`src/rtl/ama_riscv_mmio_if.sv`:
```
// Core <-> MMIO strobe and read-back bundle.
// The core side is the master; the peripheral side is the slave.
interface ama_riscv_mmio_if;
    logic        store_to_uart;
    logic        load_from_uart;
    logic        inst_wb_nop_or_clear;
    logic        mmio_reset_cnt;
    logic [7:0]  mmio_uart_data_in;
    logic [31:0] mmio_instr_cnt;
    logic [31:0] mmio_cycle_cnt;
    logic [7:0]  mmio_uart_data_out;
    logic        mmio_data_out_valid;
    logic        mmio_data_in_ready;

    modport master (
        output store_to_uart, load_from_uart, inst_wb_nop_or_clear,
               mmio_reset_cnt, mmio_uart_data_in,
        input  mmio_instr_cnt, mmio_cycle_cnt, mmio_uart_data_out,
               mmio_data_out_valid, mmio_data_in_ready
    );

    modport slave (
        input  store_to_uart, load_from_uart, inst_wb_nop_or_clear,
               mmio_reset_cnt, mmio_uart_data_in,
        output mmio_instr_cnt, mmio_cycle_cnt, mmio_uart_data_out,
               mmio_data_out_valid, mmio_data_in_ready
    );
endinterface

```
`src/rtl/ama_riscv_mmio.sv`:
```
// MMIO peripheral: cycle / retired-instruction counters plus an 8N1 UART
// with a store-fed transmitter and a one-byte receive holding register.
module ama_riscv_mmio #(
    parameter int unsigned CLKS_PER_BIT = 868
) (
    input  logic              clk,
    input  logic              rst,
    ama_riscv_mmio_if.slave   bus,
    input  logic              uart_rx,
    output logic              uart_tx
);
    localparam int unsigned CW = 16;
    localparam logic [CW-1:0] BIT_LAST  = CW'(CLKS_PER_BIT - 1);
    localparam logic [CW-1:0] HALF_LAST = CW'(CLKS_PER_BIT / 2 - 1);

    typedef enum logic [1:0] {IDLE, START, DATA, STOP} uart_state_e;

    logic [31:0] cycle_cnt;
    logic [31:0] instr_cnt;

    uart_state_e   tx_state;
    logic [CW-1:0] tx_cnt;
    logic [2:0]    tx_idx;
    logic [7:0]    tx_shift;
    logic          tx_ready;

    logic [1:0]    rx_sync_q;
    logic          rx_sync;
    uart_state_e   rx_state;
    logic [CW-1:0] rx_cnt;
    logic [2:0]    rx_idx;
    logic [7:0]    rx_shift;
    logic [7:0]    rx_data;
    logic          rx_valid;

    assign rx_sync = rx_sync_q[1];

    assign bus.mmio_cycle_cnt      = cycle_cnt;
    assign bus.mmio_instr_cnt      = instr_cnt;
    assign bus.mmio_uart_data_out  = rx_data;
    assign bus.mmio_data_out_valid = rx_valid;
    assign bus.mmio_data_in_ready  = tx_ready;

    // Counters; a counter-reset store wins over the increment.
    always_ff @(posedge clk or posedge rst) begin
        if (rst) begin
            cycle_cnt <= '0;
            instr_cnt <= '0;
        end else if (bus.mmio_reset_cnt) begin
            cycle_cnt <= '0;
            instr_cnt <= '0;
        end else begin
            cycle_cnt <= cycle_cnt + 32'd1;
            if (!bus.inst_wb_nop_or_clear) instr_cnt <= instr_cnt + 32'd1;
        end
    end

    // Transmitter; ready is registered and high exactly while idle.
    always_ff @(posedge clk or posedge rst) begin
        if (rst) begin
            tx_state <= IDLE;
            tx_cnt   <= '0;
            tx_idx   <= '0;
            tx_shift <= '0;
            tx_ready <= 1'b1;
            uart_tx  <= 1'b1;
        end else begin
            case (tx_state)
                IDLE: begin
                    if (bus.store_to_uart) begin
                        tx_shift <= bus.mmio_uart_data_in;
                        tx_cnt   <= '0;
                        tx_ready <= 1'b0;
                        uart_tx  <= 1'b0;
                        tx_state <= START;
                    end
                end
                START: begin
                    if (tx_cnt == BIT_LAST) begin
                        tx_cnt   <= '0;
                        tx_idx   <= '0;
                        uart_tx  <= tx_shift[0];
                        tx_state <= DATA;
                    end else begin
                        tx_cnt <= tx_cnt + CW'(1);
                    end
                end
                DATA: begin
                    if (tx_cnt == BIT_LAST) begin
                        tx_cnt <= '0;
                        if (tx_idx == 3'd7) begin
                            uart_tx  <= 1'b1;
                            tx_state <= STOP;
                        end else begin
                            tx_idx   <= tx_idx + 3'd1;
                            tx_shift <= {1'b0, tx_shift[7:1]};
                            uart_tx  <= tx_shift[1];
                        end
                    end else begin
                        tx_cnt <= tx_cnt + CW'(1);
                    end
                end
                STOP: begin
                    if (tx_cnt == BIT_LAST) begin
                        tx_cnt   <= '0;
                        tx_ready <= 1'b1;
                        tx_state <= IDLE;
                    end else begin
                        tx_cnt <= tx_cnt + CW'(1);
                    end
                end
                default: tx_state <= IDLE;
            endcase
        end
    end

    // Two-flop synchronizer for the asynchronous rx pin (idle high).
    always_ff @(posedge clk or posedge rst) begin
        if (rst) rx_sync_q <= 2'b11;
        else     rx_sync_q <= {rx_sync_q[0], uart_rx};
    end

    // Receiver; a completing byte overrides a same-cycle load clear.
    always_ff @(posedge clk or posedge rst) begin
        if (rst) begin
            rx_state <= IDLE;
            rx_cnt   <= '0;
            rx_idx   <= '0;
            rx_shift <= '0;
            rx_data  <= '0;
            rx_valid <= 1'b0;
        end else begin
            if (bus.load_from_uart) rx_valid <= 1'b0;
            case (rx_state)
                IDLE: begin
                    if (!rx_sync) begin
                        rx_cnt   <= '0;
                        rx_state <= START;
                    end
                end
                START: begin
                    if (rx_cnt == HALF_LAST) begin
                        rx_cnt   <= '0;
                        rx_idx   <= '0;
                        rx_state <= rx_sync ? IDLE : DATA;
                    end else begin
                        rx_cnt <= rx_cnt + CW'(1);
                    end
                end
                DATA: begin
                    if (rx_cnt == BIT_LAST) begin
                        rx_cnt   <= '0;
                        rx_shift <= {rx_sync, rx_shift[7:1]};
                        if (rx_idx == 3'd7) rx_state <= STOP;
                        else                rx_idx   <= rx_idx + 3'd1;
                    end else begin
                        rx_cnt <= rx_cnt + CW'(1);
                    end
                end
                STOP: begin
                    if (rx_cnt == BIT_LAST) begin
                        rx_cnt   <= '0;
                        rx_state <= IDLE;
                        // A low stop bit is a framing error: drop the byte.
                        if (rx_sync) begin
                            rx_data  <= rx_shift;
                            rx_valid <= 1'b1;
                        end
                    end else begin
                        rx_cnt <= rx_cnt + CW'(1);
                    end
                end
                default: rx_state <= IDLE;
            endcase
        end
    end
endmodule

```
`src/flat_wrapper.sv`:
```
// flat-port wrapper written by rule: the top's interface ports become plain ports
module ama_riscv_mmio_flat 
#(
    parameter int unsigned CLKS_PER_BIT = 868
)
  (clk, rst, uart_rx, uart_tx, bus_store_to_uart, bus_load_from_uart, bus_inst_wb_nop_or_clear, bus_mmio_reset_cnt, bus_mmio_uart_data_in, bus_mmio_instr_cnt, bus_mmio_cycle_cnt, bus_mmio_uart_data_out, bus_mmio_data_out_valid, bus_mmio_data_in_ready);
  ama_riscv_mmio_if bus_i ();
  input  logic clk;
  input  logic rst;
  input  logic uart_rx;
  output logic uart_tx;
  input wire logic [$bits(bus_i.store_to_uart)-1:0] bus_store_to_uart;
  input wire logic [$bits(bus_i.load_from_uart)-1:0] bus_load_from_uart;
  input wire logic [$bits(bus_i.inst_wb_nop_or_clear)-1:0] bus_inst_wb_nop_or_clear;
  input wire logic [$bits(bus_i.mmio_reset_cnt)-1:0] bus_mmio_reset_cnt;
  input wire logic [$bits(bus_i.mmio_uart_data_in)-1:0] bus_mmio_uart_data_in;
  output wire logic [$bits(bus_i.mmio_instr_cnt)-1:0] bus_mmio_instr_cnt;
  output wire logic [$bits(bus_i.mmio_cycle_cnt)-1:0] bus_mmio_cycle_cnt;
  output wire logic [$bits(bus_i.mmio_uart_data_out)-1:0] bus_mmio_uart_data_out;
  output wire logic [$bits(bus_i.mmio_data_out_valid)-1:0] bus_mmio_data_out_valid;
  output wire logic [$bits(bus_i.mmio_data_in_ready)-1:0] bus_mmio_data_in_ready;
  assign bus_i.store_to_uart = bus_store_to_uart;
  assign bus_i.load_from_uart = bus_load_from_uart;
  assign bus_i.inst_wb_nop_or_clear = bus_inst_wb_nop_or_clear;
  assign bus_i.mmio_reset_cnt = bus_mmio_reset_cnt;
  assign bus_i.mmio_uart_data_in = bus_mmio_uart_data_in;
  assign bus_mmio_instr_cnt = bus_i.mmio_instr_cnt;
  assign bus_mmio_cycle_cnt = bus_i.mmio_cycle_cnt;
  assign bus_mmio_uart_data_out = bus_i.mmio_uart_data_out;
  assign bus_mmio_data_out_valid = bus_i.mmio_data_out_valid;
  assign bus_mmio_data_in_ready = bus_i.mmio_data_in_ready;
  ama_riscv_mmio #(.CLKS_PER_BIT(CLKS_PER_BIT)) u_core (.clk(clk), .rst(rst), .bus(bus_i), .uart_rx(uart_rx), .uart_tx(uart_tx));
endmodule
```
`config.mk`:
```
export PLATFORM = sky130hd
export DESIGN_NAME = ama_riscv_mmio_flat
export DESIGN_NICKNAME = d
export VERILOG_FILES = /design/src/rtl/ama_riscv_mmio_if.sv /design/src/rtl/ama_riscv_mmio.sv /design/src/flat_wrapper.sv
export SDC_FILE = /design/constraint.sdc
export NUM_CORES = 1
export LEC_CHECK = 0
export CORE_MARGIN = 3
export CORE_UTILIZATION = 50
export CTS_CLUSTER_DIAMETER = 50
export CTS_CLUSTER_SIZE = 8
export DETAILED_ROUTE_END_ITERATION = 12
export PLACE_DENSITY = 0.81
export SLEW_MARGIN = 20
export SYNTH_ARGS = -nofsm -noshare
export SYNTH_HDL_FRONTEND = slang
export SYNTH_SLANG_ARGS = --single-unit
```
`constraint.sdc`:
```
create_clock -name clk -period 13.85 [get_ports clk]
set_clock_uncertainty 0.2 [all_clocks]
set_input_delay 2.77 -clock clk [delete_from_list [all_inputs] [get_ports clk]]
set_output_delay 2.77 -clock clk [all_outputs]
set_load 0.01 [all_outputs]
```
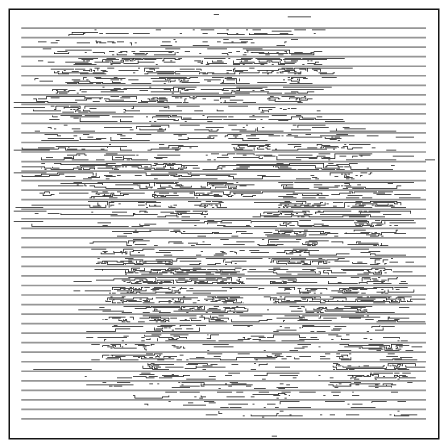
Fig. 1. Metal 1.
Supply wires on this layer in gray.
727 nets have wire on it. The longest straight run is 34.0 um.
vias: 5381
WL final: 15200 um

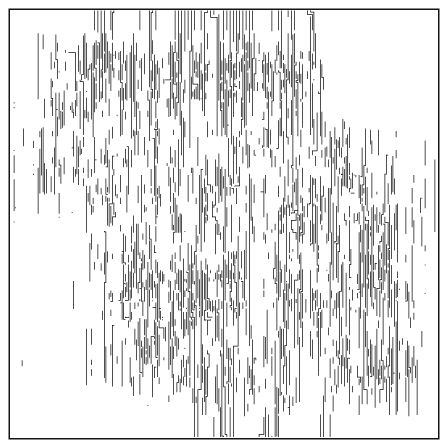
Fig. 2. Met2 routing.
The wires run mostly vertical. The longest straight run is 49.0 um.
GR Layer Usage met2: 33.7%

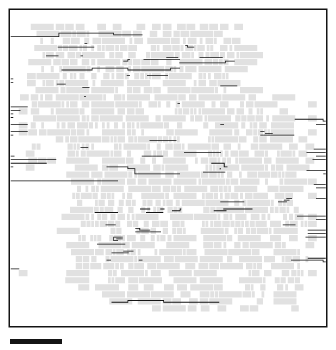
Fig. 3. M3 wires.
Scale bar: 20 um.
The layer carries 664 um of wire. The layer holds 4.4% of the routed length. The wires run mostly horizontal. 69 nets have wire on it.
M3 GR Usage: 5.25%

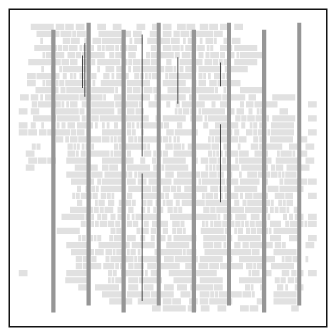
Fig. 4. Metal 4.
Supply wires on this layer in gray.
5 nets have wire on it. The wires run mostly vertical. The longest straight run is 49.0 um. The layer carries 185 um of wire. The layer holds 1.2% of the routed length.

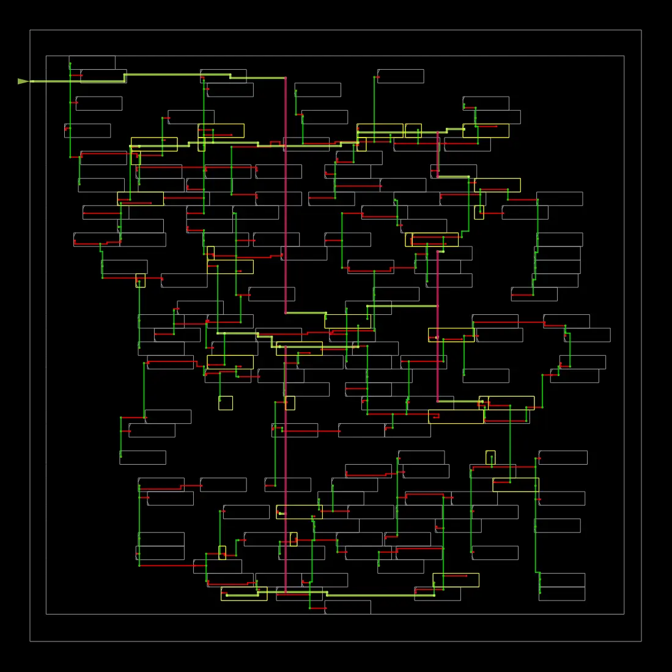
Fig. 5. Clock routing.
Clk Latency, worst-skew pair: 420 ps
Clk power: 405 uW
Clock Sinks: 135
registers: 135
Num CTS Buffers: 17

[state kept, by name, summed over array words and instances, names as in the netlist, named ones only]
register,count
u_core.tx_cnt,16
u_core.rx_state,1
u_core.bus.mmio_data_in_ready,1
u_core.uart_tx,1
u_core.tx_shift,8
u_core.bus.mmio_uart_data_out,8
u_core.bus.mmio_data_out_valid,1
u_core.rx_idx,3
u_core.bus.mmio_cycle_cnt,32
u_core.tx_state,2
u_core.rx_sync_q,2
u_core.rx_cnt,16
u_core.rx_shift,8
u_core.tx_idx,3
u_core.bus.mmio_instr_cnt,32
[power groups by stage]
stage | registers (mW) | clock network [mW] | logic (mW)
final | 0.439 | 0.405 | 0.163
after global routing | 0.443 | 0.427 | 0.180
after CTS | 0.439 | 0.412 | 0.162
after detailed placement | 0.445 | 0 | 0.159
after global placement | 0.443 | 0 | 0.150
after floorplan | 0.440 | 0 | 0.124
[final cells by class]
| cell class | instances | share of cell area, % |
|---|---|---|
| sequential | 135 | 40.8 |
| multi-input combinational | 492 | 38.2 |
| timing repair buffer | 91 | 10.9 |
| clock buffer | 22 | 5.35 |
| tap | 172 | 2.59 |
| inverter | 27 | 1.25 |
| clock inverter | 10 | 0.980 |
[placed cells by master (no fill, tap or decap), drive strengths merged, types with 7 or more instances in the layout]
cell           synthesis  routed
nor3                  17      17
xnor2                 24      24
o21a                   8       8
clkdlybuf4s50          0      88
inv                   27      27
nor4                  12      12
xor2                  49      49
nand3                 43      43
and3                  12      12
nand4                 29      29
a31oi                 18      18
ha                    14      14
and2                   7       7
nand2                 44      44
dfrtp                131     131
clkinv                 0       8
nor2                 100     100
a21oi                 18      18
clkbuf                20      22
o21ai                 16      16
o22a                   7       7
and4                  11      11
mux2                  18      18
==> results.yml <==
# implementation run metrics
outcome:
  status: "finished clean"
clocking:
  cts_resized: 0
  cts.reportedPaths.clkPinSlew_ps: 60
final_timing:
  hold_violations: 0
  fin_setup_tns_ps: 0
  layout_min_cycle_time_ps: 4710
  drv_slew: 0
  hold_slack_ps: 157
  layout_setup_ws_ps: 9140
  rsz0062_at_grt: "no"
critical_path:
  slowest_delay_ps: 680
  endpoint: "u_core.bus.mmio_instr_cnt[12]$_DFFE_PP0P_"
  crit_family: "simple AND/OR/NAND/NOR gates"
  reg2reg_to: "u_core.rx_cnt[9]$_DFFE_PP0N_"
  cp-startpoint: "bus_inst_wb_nop_or_clear"
  critical_path.max_fanout: 10
  crit-reg2reg-launch: "u_core.rx_cnt[10]$_DFFE_PP0N_"
die:
  die_h_um: 122
  num_rows: 41
  fp_util_pct: 52.4
flow_run:
  warning_count: 31
finish:
  fin_util_pct: 64.5
  fin_nets: 793
  fillerInstances: 970
  finalNonFillerCells: 949
placed_design:
  post-place-ws_ps: 8760
power_and_ir_drop:
  p_per_area_nw_per_um2: 121
  power_frac_clock_pct: 40.2
  power.total_mw: 1.01
  switchingPower_uw: 277
synthesis:
  syn-num-nets: 706
  async_flop_share_pct: 100
  yosys_area_sq_um: 6740
  largest_area_cell: "dfrtp_1"
  compound_area_share_pct: 8.29
  syn_area_sq_um: 6740
  yosysWarningCount: 0
  ys_top_cells_by_count: "131 x dfrtp_1, 99 x nor2_1, 49 x xor2_1, 44 x nand2_1, 43 x nand3_1"
  ys_cells: 677
route:
  m1WireLength_um: 6730
min_path:
  hold_start: "u_core.rx_sync_q[0]$_DFF_PP1_"
  whs_path_depth: 0
global_route:
  antenna_found_initial: 0
No activity file was given, so power comes from the tool's default toggle rates.
